File: config.mk
export PLATFORM = sky130hd
export DESIGN_NAME = prog_loader
export DESIGN_NICKNAME = d
export VERILOG_FILES = /design/src/rtl/prog_loader.sv
export SDC_FILE = /design/constraint.sdc
export NUM_CORES = 1
export LEC_CHECK = 0
export ABC_CLOCK_PERIOD_IN_PS = 2400
export CORE_MARGIN = 2
export CORE_UTILIZATION = 55
export CTS_CLUSTER_SIZE = 10
export DETAILED_ROUTE_END_ITERATION = 7
export PLACE_DENSITY = 0.74
export SLEW_MARGIN = 0
export SYNTH_ARGS = -nofsm -noshare
export SYNTH_HDL_FRONTEND = slang
export SYNTH_SLANG_ARGS = --single-unit
File: constraint.sdc
create_clock -name clk -period 2.4 [get_ports clk]
set_input_delay 0.48 -clock clk [delete_from_list [all_inputs] [get_ports clk]]
set_output_delay 0.48 -clock clk [all_outputs]
set_load 0.02 [all_outputs]
File: src/rtl/prog_loader.sv
// Program loader and writable instruction store for the 4-bit CPU.
// Streams host bytes into a 16-word RAM, verifies an XOR checksum, then releases the CPU.
module prog_loader #(
  parameter int DEPTH = 16,
  parameter int AW    = 4,
  parameter int DW    = 8
) (
  input  logic          clk,
  input  logic          reset,
  input  logic          start,
  input  logic          in_valid,
  input  logic [DW-1:0] in_data,
  input  logic          in_last,
  output logic          in_ready,
  input  logic [AW-1:0] fetch_addr,
  output logic [DW-1:0] fetch_instr,
  output logic          cpu_reset,
  output logic          busy,
  output logic          done,
  output logic          err,
  output logic [AW:0]   load_count
);

  localparam logic [DW-1:0] HALT     = DW'(8'hF0);
  localparam logic [AW:0]   LAST_IDX = (AW+1)'(DEPTH-1);

  typedef enum logic [2:0] {IDLE, LOAD, CHECK, RUN, ERR} state_t;

  state_t        state;
  state_t        state_nxt;
  logic [DW-1:0] ram [DEPTH];
  logic [DW-1:0] csum;
  logic          xfer;
  logic          wr_en;
  logic          clr;

  assign xfer = in_valid && in_ready;

  always_ff @(posedge clk or posedge reset) begin
    if (reset) state <= IDLE;
    else       state <= state_nxt;
  end

  always_comb begin
    state_nxt = state;
    wr_en     = 1'b0;
    clr       = 1'b0;
    case (state)
      IDLE, RUN, ERR: begin
        if (start) begin
          state_nxt = LOAD;
          clr       = 1'b1;
        end
      end
      LOAD: begin
        if (xfer) begin
          wr_en = 1'b1;
          // The final slot without in_last means the host overran the store.
          if (in_last)                    state_nxt = CHECK;
          else if (load_count == LAST_IDX) state_nxt = ERR;
        end
      end
      CHECK: begin
        if (xfer) state_nxt = (in_data == csum) ? RUN : ERR;
      end
      default: state_nxt = IDLE;
    endcase
  end

  always_ff @(posedge clk or posedge reset) begin
    if (reset) begin
      load_count <= '0;
      csum       <= '0;
    end else if (clr) begin
      load_count <= '0;
      csum       <= '0;
    end else if (wr_en) begin
      load_count <= load_count + (AW+1)'(1);
      csum       <= csum ^ in_data;
    end
  end

  always_ff @(posedge clk) begin
    if (wr_en) ram[load_count[AW-1:0]] <= in_data;
  end

  assign in_ready  = (state == LOAD) || (state == CHECK);
  assign busy      = in_ready;
  assign done      = (state == RUN);
  assign err       = (state == ERR);
  assign cpu_reset = (state != RUN);

  // Words beyond the current load are masked so stale RAM never reaches the CPU.
  assign fetch_instr = ({1'b0, fetch_addr} < load_count) ? ram[fetch_addr] : HALT;

endmodule

==> impl_metrics.env <==
# physical design summary
export IMPL_run_status="finished, violations left"
export IMPL_violations="setup timing"
export IMPL_synth_chip_area_sq_um=5980
export IMPL_required_ps=1920
export IMPL_yosys_area_share_simple=0.0606
export IMPL_synth_seq_share=0.709
export IMPL_layout_min_cycle_time_ps=2590
export IMPL_buf_share=0.112
export IMPL_cts_resized=65
export IMPL_die_y_um=108
export IMPL_n_antenna_cell=0
export IMPL_worstSetupEndpointType="output port"
export IMPL_crit_type="reg2out"
export IMPL_setup_viol=8
export IMPL_largest_class="flip-flops and latches"
export IMPL_finalHoldViolCount=0
export IMPL_chipArea_sq_um=11700
export IMPL_port_buffers=34
export IMPL_ys_sh_mux=0.120
export IMPL_syn_area_sq_um=5980
export IMPL_relSlewSlack=0.578
export IMPL_max_vdd_ir_drop_uv=563
export IMPL_place_congestion=0.788
export IMPL_die_w_um=108
export IMPL_path_delay_family="AND-OR/OR-AND gates"
export IMPL_drtAntennaViolNets=0
export IMPL_ff2ff_setup_slack_ps=280
export IMPL_finalNonFillerCells=586
export IMPL_nets=458
export IMPL_drv_slew=0
export IMPL_arrival_ps=2110
export IMPL_core_area_sq_um=10700
export IMPL_comb_cells=171
export IMPL_critPathBufInv=2
export IMPL_antenna_found_initial=0
export IMPL_via_per_inst=5.90
export IMPL_grt_overflow=0
export IMPL_cts_root_buf="clkbuf_8"
export IMPL_rows=38
export IMPL_cap_violations=0
export IMPL_synth_distinct_cells=39
export IMPL_ys_ff=144
export IMPL_reg2reg_to="state[1]$_DFFE_PP0P_"
export IMPL_startpoint="load_count[1]$_DFFE_PP0P_"
export IMPL_hpwl_um=8530
export IMPL_warnings=31
export IMPL_worst_slew_pin_slew_ps=633
export IMPL_dp_slack_ps=-668
export IMPL_ys_flop_type="edfxtp_1"
export IMPL_critPathLaunchType="register"
export IMPL_ys_async_sr_fraction=0.111
export IMPL_tap_cells=140
export IMPL_cts_setup_buffers=2
export IMPL_drt_first_pass_iters=4
export IMPL_critical_path_endpoint="fetch_instr[4]"
export IMPL_drc_errors=0
export IMPL_clkTransAtPathRegs_ps=60
export IMPL_grt_setup_unrepaired="yes"
export IMPL_inv_count=8
export IMPL_setup_ws_ps=-189
export IMPL_lay_top_cells="128 x edfxtp_1, 55 x buf_4, 32 x mux4_2, 29 x nor2_1, 19 x nand2_1"
export IMPL_max_freq_mhz=386
export IMPL_common_cells="128 x edfxtp_1, 32 x mux4_2, 29 x nor2_1"
export IMPL_worst_r2r_cell_count=11
export IMPL_regArea_sq_um=4250
export IMPL_synthAoiAreaFrac=0.0420
export IMPL_layout_drive_gt1_share=0.339
export IMPL_area_leaders="edfxtp_1 64%, mux4_2 12%, dfrtp_1 6.7%"
export IMPL_fill_cells=714
export IMPL_drt_iter0_markers=301
export IMPL_grt_max_degree=18
export IMPL_syn_inst=340
export IMPL_area_delta_synth_final_pct=25.6
export IMPL_regToRegStartpoint="load_count[1]$_DFFE_PP0P_"
export IMPL_ys_sh_adder=0.0167
export IMPL_crit_cells=7
export IMPL_yosys_stat_cells=340
export IMPL_initCoreUtil=0.557
export IMPL_seq_share=0.565
export IMPL_worst_path_max_delay_cell="dfrtp_1"
export IMPL_clk_path_buf_depth=2
export IMPL_syn_nets=365
export IMPL_hold_buffers=0
export IMPL_hp_class="in2async"
export IMPL_powerDensity_nw_per_um2=920
export IMPL_p_leak_uw=0.00267
export IMPL_lay_top_count="edfxtp_1"
export IMPL_period_used=1.08
export IMPL_placedCellCount=550
export IMPL_htreeDepth=4
export IMPL_buffers_excl_clock=91
export IMPL_wl_per_cell_um=22.9
export IMPL_yosys_area_top_type="edfxtp_1"
export IMPL_comb_share=0.222
export IMPL_ys_sh_xor=0.0278
export IMPL_via_count=3456
export IMPL_clk_latency_ps=530
export IMPL_most_common_cell="edfxtp_1"
export IMPL_top_area_frac=0.642
export IMPL_crit_chain="inv_2, ha_4, a21o_1, a211oi_2, or3_4, nand3_2, buf_6"
export IMPL_pin_count=35
export IMPL_grt_first_pass_wirelength_um=20300
export IMPL_wl_um=13400
export IMPL_grt_pass1_vias=3497
export IMPL_flops=144
export IMPL_final_comb_area_sq_um=1670
export IMPL_cts_tree="yes"
export IMPL_critPathMaxFanout=4
export IMPL_synth_area_per_cell_sq_um=17.6
export IMPL_edf_count=128
export IMPL_clock_area_frac=0.0736
export IMPL_track_usage=0.251
export IMPL_cpPeakStageDelay_ps=390
export IMPL_yosys_warnings=0
export IMPL_logic_family="multiplexers"
sequential cells by signal, summed over array words and instances (netlist names):
name	cells
ram	128
csum	8
load_count	5
state	3
stage by stage:
step	area [sq um]	hold slack, ps	util	power [uW]	setup TNS [ps]
after floorplan	5980	394	-	3970	0
after CTS	7500	348	0.698	6930	-1020
after global placement	6850	540	0.637	4470	-4990
after detailed placement	6850	551	0.637	4510	-5170
after global routing	7510	374	0.699	7190	-1940
final	7510	341	0.699	6920	-1350
per-layer routing:
metal | wire (um) | global-route usage
met1 | 5730 | 0.342
met2 | 6520 | 0.394
met3 | 897 | 0.0723
met4 | 291 | 0.0879
met5 | 0 | 0
report_power, final:
part	switching, uW	internal, uW	leakage (uW)
clock network	957	1430	0.000272
logic	788	665	0.00104
registers	152	2920	0.00136
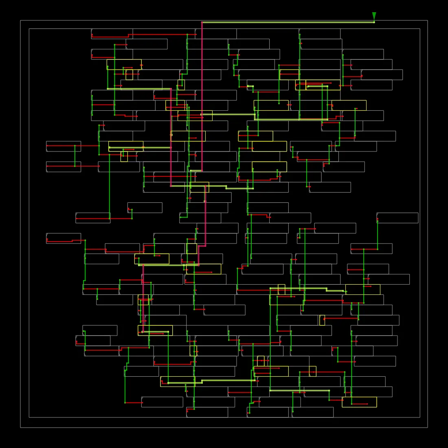
Fig. 1. Clock wiring as the flow saved it.
clk sink count: 144
Setup Skew: 10.1 ps
Num CTS Buffers: 17
# clk buffers: 22

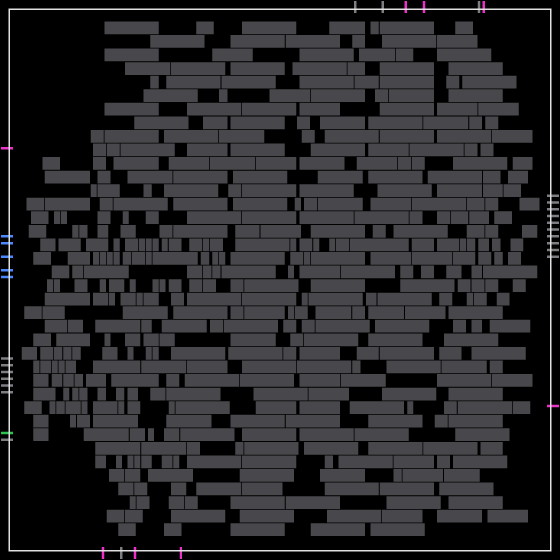
Fig. 2. Ports around the boundary.
Pins as bars across the die edge, other pins in gray.
Key: busy = green [pins 1, direction output, edge left]; in_data = magenta [pins 8, direction input, edge 3 top, 3 bottom, 1 right, 1 left]; load_count = blue [pins 5, direction output, edge left]
All pins by edge: 14 left, 11 right, 6 top, 4 bottom.

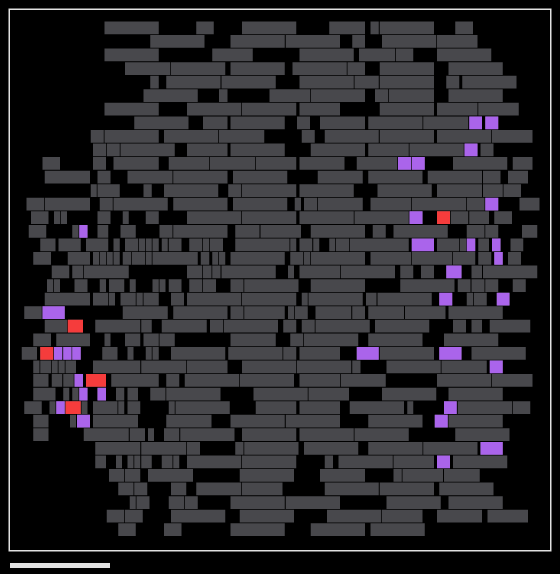
Fig. 3. Gate-type map.
Bar = 20 um.
Key: aoi and oai cells = purple [cells 31, most used a22oi_1]; non-inverting ao/oa cells = red [cells 5]

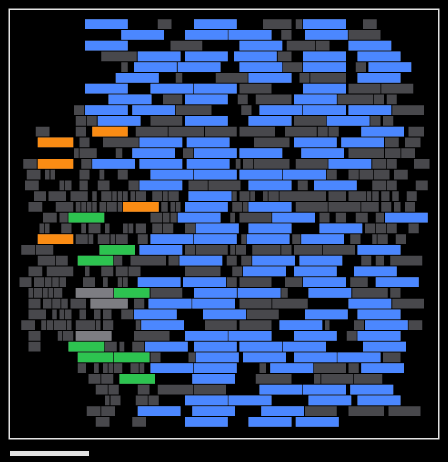
Fig. 4. Sequential cells colored by netlist name.
Bar = 20 um. Other sequential cells in the stronger gray, the rest of the logic in the fainter gray.
Key: ram = blue [flops 128]; load_count = orange [flops 5]; csum = green [flops 8]

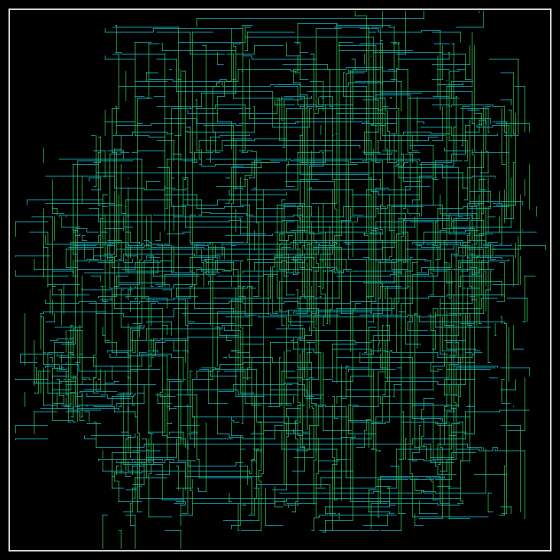
Fig. 5. Metal layers overlaid.
Only two layers are drawn.
Key: metal 2 = green [wire length 6520 um]; metal 1 = cyan [wire length 5730 um]

Power figures rest on the tool's default switching activity, not on a simulated workload.
